### PDN straps and rails

(10 px per um) Pins as bars on the die edge.
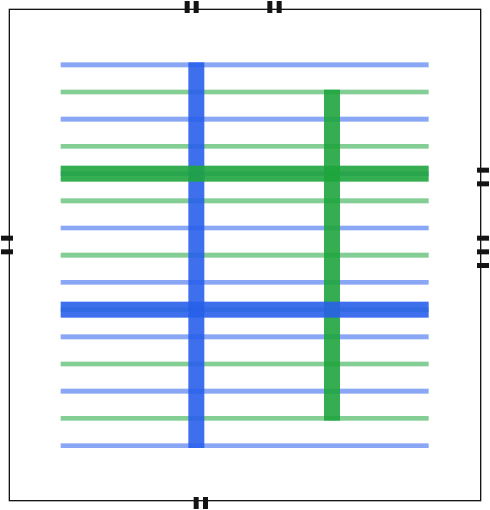
### Sizing map

(6 px per um)
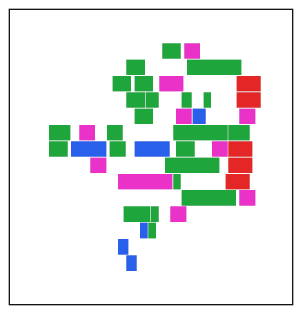
`src/rtl/bit_3_comparator_pkg.sv`:
```
// Shared definitions for the 3-bit magnitude comparator: operand width and
// one-hot result encoding in {gt,eq,lt} bit order.
package cmp_pkg;

    localparam int CMP_W = 3;

    typedef logic [2:0] cmp_res_t;

    localparam cmp_res_t CMP_GT = 3'b100;
    localparam cmp_res_t CMP_EQ = 3'b010;
    localparam cmp_res_t CMP_LT = 3'b001;

endpackage

```
`src/rtl/bit_3_comparator_if.sv`:
```
// Operand/flag bundle for bit_3_comparator; master drives operands, slave
// (the comparator) returns the qualified flags.
interface bit_3_comparator_if;

    logic in_valid;
    logic a2, a1, a0;
    logic b2, b1, b0;
    logic out_valid;
    logic gt, eq, lt;

    modport master (
        output in_valid, a2, a1, a0, b2, b1, b0,
        input  out_valid, gt, eq, lt
    );

    modport slave (
        input  in_valid, a2, a1, a0, b2, b1, b0,
        output out_valid, gt, eq, lt
    );

endinterface

```
`src/rtl/bit_3_comparator_cell.sv`:
```
// One bit of an MSB-first magnitude cascade: a decision made upstream passes
// through untouched, otherwise this bit decides or keeps the tie open.
module bit_3_comparator_cell (
    input  logic a,
    input  logic b,
    input  logic gt_in,
    input  logic eq_in,
    input  logic lt_in,
    output logic gt_out,
    output logic eq_out,
    output logic lt_out
);

    assign gt_out = gt_in | (eq_in &  a & ~b);
    assign lt_out = lt_in | (eq_in & ~a &  b);
    assign eq_out = eq_in & ~(a ^ b);

endmodule

```
`src/rtl/bit_3_comparator.sv`:
```
// Registered 3-bit magnitude comparator with 1 or 2 output pipeline stages.
// Define BIT3_COMPARATOR_SIGNED_EN for two's-complement operands.
module bit_3_comparator
    import cmp_pkg::*;
#(
    parameter int PIPE_STAGES = 1
) (
    input  logic                clk,
    input  logic                rst_n,
    bit_3_comparator_if.slave   cmp
);

    logic [CMP_W-1:0] a_bits;
    logic [CMP_W-1:0] b_bits;
    logic [CMP_W-1:0] cell_a;
    logic [CMP_W-1:0] cell_b;
    logic [CMP_W:0]   gt_c;
    logic [CMP_W:0]   eq_c;
    logic [CMP_W:0]   lt_c;
    cmp_res_t         res_c;

    assign a_bits = {cmp.a2, cmp.a1, cmp.a0};
    assign b_bits = {cmp.b2, cmp.b1, cmp.b0};

`ifdef BIT3_COMPARATOR_SIGNED_EN
    // A clear sign bit means the larger value, so the MSB cell sees swapped bits.
    assign cell_a = {b_bits[CMP_W-1], a_bits[CMP_W-2:0]};
    assign cell_b = {a_bits[CMP_W-1], b_bits[CMP_W-2:0]};
`else
    assign cell_a = a_bits;
    assign cell_b = b_bits;
`endif

    assign gt_c[CMP_W] = 1'b0;
    assign eq_c[CMP_W] = 1'b1;
    assign lt_c[CMP_W] = 1'b0;

    for (genvar i = CMP_W - 1; i >= 0; i--) begin : g_cell
        bit_3_comparator_cell u_cell (
            .a      (cell_a[i]),
            .b      (cell_b[i]),
            .gt_in  (gt_c[i+1]),
            .eq_in  (eq_c[i+1]),
            .lt_in  (lt_c[i+1]),
            .gt_out (gt_c[i]),
            .eq_out (eq_c[i]),
            .lt_out (lt_c[i])
        );
    end

    assign res_c = {gt_c[0], eq_c[0], lt_c[0]};

    // ---- stage p0: flags load only on valid so idle operands never reach them
    cmp_res_t res_p0;
    logic     vld_p0;

    always_ff @(posedge clk or negedge rst_n) begin
        if (!rst_n) begin
            vld_p0 <= 1'b0;
            res_p0 <= '0;
        end else begin
            vld_p0 <= cmp.in_valid;
            if (cmp.in_valid) begin
                res_p0 <= res_c;
            end
        end
    end

    cmp_res_t res_out;
    logic     vld_out;

    if (PIPE_STAGES == 1) begin : g_pipe1
        assign res_out = res_p0;
        assign vld_out = vld_p0;
    end else if (PIPE_STAGES == 2) begin : g_pipe2
        // ---- stage p1
        cmp_res_t res_p1;
        logic     vld_p1;

        always_ff @(posedge clk or negedge rst_n) begin
            if (!rst_n) begin
                vld_p1 <= 1'b0;
                res_p1 <= '0;
            end else begin
                vld_p1 <= vld_p0;
                if (vld_p0) begin
                    res_p1 <= res_p0;
                end
            end
        end

        assign res_out = res_p1;
        assign vld_out = vld_p1;
    end else begin : g_bad_stages
        $error("bit_3_comparator: PIPE_STAGES must be 1 or 2");
    end

    assign cmp.out_valid = vld_out;
    assign cmp.gt        = res_out[2];
    assign cmp.eq        = res_out[1];
    assign cmp.lt        = res_out[0];

endmodule

```
`src/flat_wrapper.sv`:
```
// flat-port wrapper written by rule: the top's interface ports become plain ports
module bit_3_comparator_flat import cmp_pkg::*;
#(
    parameter int PIPE_STAGES = 1
)
  (clk, rst_n, cmp_in_valid, cmp_a2, cmp_a1, cmp_a0, cmp_b2, cmp_b1, cmp_b0, cmp_out_valid, cmp_gt, cmp_eq, cmp_lt);
  bit_3_comparator_if cmp_i ();
  input  logic clk;
  input  logic rst_n;
  input wire logic [$bits(cmp_i.in_valid)-1:0] cmp_in_valid;
  input wire logic [$bits(cmp_i.a2)-1:0] cmp_a2;
  input wire logic [$bits(cmp_i.a1)-1:0] cmp_a1;
  input wire logic [$bits(cmp_i.a0)-1:0] cmp_a0;
  input wire logic [$bits(cmp_i.b2)-1:0] cmp_b2;
  input wire logic [$bits(cmp_i.b1)-1:0] cmp_b1;
  input wire logic [$bits(cmp_i.b0)-1:0] cmp_b0;
  output wire logic [$bits(cmp_i.out_valid)-1:0] cmp_out_valid;
  output wire logic [$bits(cmp_i.gt)-1:0] cmp_gt;
  output wire logic [$bits(cmp_i.eq)-1:0] cmp_eq;
  output wire logic [$bits(cmp_i.lt)-1:0] cmp_lt;
  assign cmp_i.in_valid = cmp_in_valid;
  assign cmp_i.a2 = cmp_a2;
  assign cmp_i.a1 = cmp_a1;
  assign cmp_i.a0 = cmp_a0;
  assign cmp_i.b2 = cmp_b2;
  assign cmp_i.b1 = cmp_b1;
  assign cmp_i.b0 = cmp_b0;
  assign cmp_out_valid = cmp_i.out_valid;
  assign cmp_gt = cmp_i.gt;
  assign cmp_eq = cmp_i.eq;
  assign cmp_lt = cmp_i.lt;
  bit_3_comparator #(.PIPE_STAGES(PIPE_STAGES)) u_core (.clk(clk), .rst_n(rst_n), .cmp(cmp_i));
endmodule
```
`config.mk`:
```
export PLATFORM = sky130hd
export DESIGN_NAME = bit_3_comparator_flat
export DESIGN_NICKNAME = d
export VERILOG_FILES = /design/src/rtl/bit_3_comparator_pkg.sv /design/src/rtl/bit_3_comparator_if.sv /design/src/rtl/bit_3_comparator_cell.sv /design/src/rtl/bit_3_comparator.sv /design/src/flat_wrapper.sv
export SDC_FILE = /design/constraint.sdc
export NUM_CORES = 1
export LEC_CHECK = 0
export ABC_CLOCK_PERIOD_IN_PS = 800
export CORE_AREA = 5 5 42 44
export CTS_CLUSTER_DIAMETER = 40
export DETAILED_ROUTE_END_ITERATION = 8
export DIE_AREA = 0 0 47 49
export SLEW_MARGIN = 20
export SYNTH_ARGS = -nofsm -noshare
export SYNTH_HDL_FRONTEND = slang
export SYNTH_SLANG_ARGS = --single-unit
```
`constraint.sdc`:
```
create_clock -name clk -period 0.8 [get_ports clk]
set_input_delay 0.16 -clock clk [delete_from_list [all_inputs] [get_ports clk]]
set_output_delay 0.16 -clock clk [all_outputs]
set_load 0.02 [all_outputs]
```
==> results.ini <==
[run_status]
status=complete, but fails checks
violations=negative setup slack

[synth]
topCellsByArea=dfrtp_1 43%, ha_1 11%, inv_1 8.2%, a41oi_1 7.6%, nand4b_1 7.6%
top_cells_by_count=5 x inv_1, 4 x dfrtp_1
synthesis.nets=34
ys_types=10
synth_top_cell_by_area=dfrtp_1
top_cell=inv_1
syn_inst=23

[routing]
wl_per_cell_um=9.85
drt-pass1-iter-count=3
drtAntennaViolNets=0
num_vias=251

[sta]
max_slew.worst_pin.slew_ps=321
fin_ws_ps=-112
hold_violations=0
timing.hold.ws_ps=127
rsz0062_at_grt=true
min_period_ps=912
setup-violations-final=5

[die]
num_io_pins=13
taps=16

[power_and_ir_drop]
p_leak_nw=0.211
p_per_area_nw_per_um2=1540

[cts]
cts_buffer_depth=2
cts.clk_slew.worst_paths_ps=40
clk_latency_ps=230

[worst_setup_path]
worst_r2r_endpoint=u_core.res_out[2]
path_class=reg -> out
worstReg2RegStart=u_core.res_out[2]
cp.arrival_ps=750
cp_num_buf_inv=1
startpoint_type=flop

[global_route]
grt_pass1_vias=263
antenna_found_initial=0

[cells_and_area]
clkCellAreaFrac_pct=4.80
nonClkBufAreaFrac_pct=33.9
fillers=156
comb_area_share_pct=31.7
seq_share_pct=21.3
antenna_cells=0
seq_area_sq_um=100

[place]
place_congestion=0.604
dp_slack_ps=-566
post_dp_cell_area_sq_um=413
numPortBuffers=12

[job]
cap_violations=0

## Picture notes: 'PDN straps and rails'
color	net
blue	VSS
green	VDD
met4 straps	2
rows	14
chip height: 49 um
Worst IR Drop VDD: 0.276 mV
Core Area: 1400 sq um

## Picture notes: 'Sizing map'
color	size	cells
magenta	x3 and x4	10
blue	x2	6
green	x1 and smaller	23
red	x6 and larger	5
bufs w/o clock: 18
Finished Cell Area: 469 sq um

[flip-flops by register name (all words and copies together), names as in the netlist]
name	count
u_core.res_out	3
u_core.cmp.out_valid	1
[per-stage QoR]
stage          TNS [ps]  utilization (%)  cells
3_3_place_gp      -2660             29.5     55
2_1_floorplan         0                -     23
6_report           -490             33.5     60
3_5_place_dp      -2790             29.5     55
5_1_grt            -658             33.5     60
4_1_cts            -456             31.6     58
[routing by layer]
layer / track usage [%] / part of all wire (%) / vias to the layer above
met5: 0 / 0 / -
met4: 8.29 / 3.6 / 0
met3: 2.21 / 7.3 / 3
met2: 9.50 / 56 / 10
met1: 5.08 / 33 / 114
li1: - / - / 124
[power breakdown]
part / leakage, nW / total (mW) / switching [mW] / internal (mW)
Combinational: 0.149 / 0.237 / 0.101 / 0.135
Clock: 0.0138 / 0.249 / 0.0811 / 0.168
Sequential: 0.0481 / 0.236 / 0.0127 / 0.223
Total: 0.211 / 0.721 / 0.195 / 0.526
[layout by cell type, fill, tap and decap left out, drive strengths merged]
cell and count:
buf 12, inv 5, dlygate4sd2 4, dfrtp 4
clkbuf 3, nand3b 2, nand4b 2, xnor2 2
nor2 2, a41oi 2, ha 2, nand4 1
o21ai 1, clkdlybuf4s15 1, clkdlybuf4s50 1
[cell families (layout without fill, tap and decap cells)]
| kind of cell | Yosys count | after routing | synth area share (%) |
|---|---|---|---|
| AOI/OAI and AO/OA | 3 | 3 | 9.78 |
| xor gates and xnor gates | 2 | 2 | 7.61 |
| adders and majority gates | 2 | 2 | 10.9 |
| buffers and inverters | 5 | 26 | 8.15 |
| DFF | 4 | 4 | 43.5 |
| and+or+nand+nor | 7 | 7 | 20.1 |
[timing repair]
action	CTS	global route
hold buffers	0	0
endpoints found under the setup margin	7	6
buffers inserted	1	2
gates cloned	0	0
pin swaps	4	0
gates resized	41	3
Power figures rest on the tool's default switching activity, not on a simulated workload.
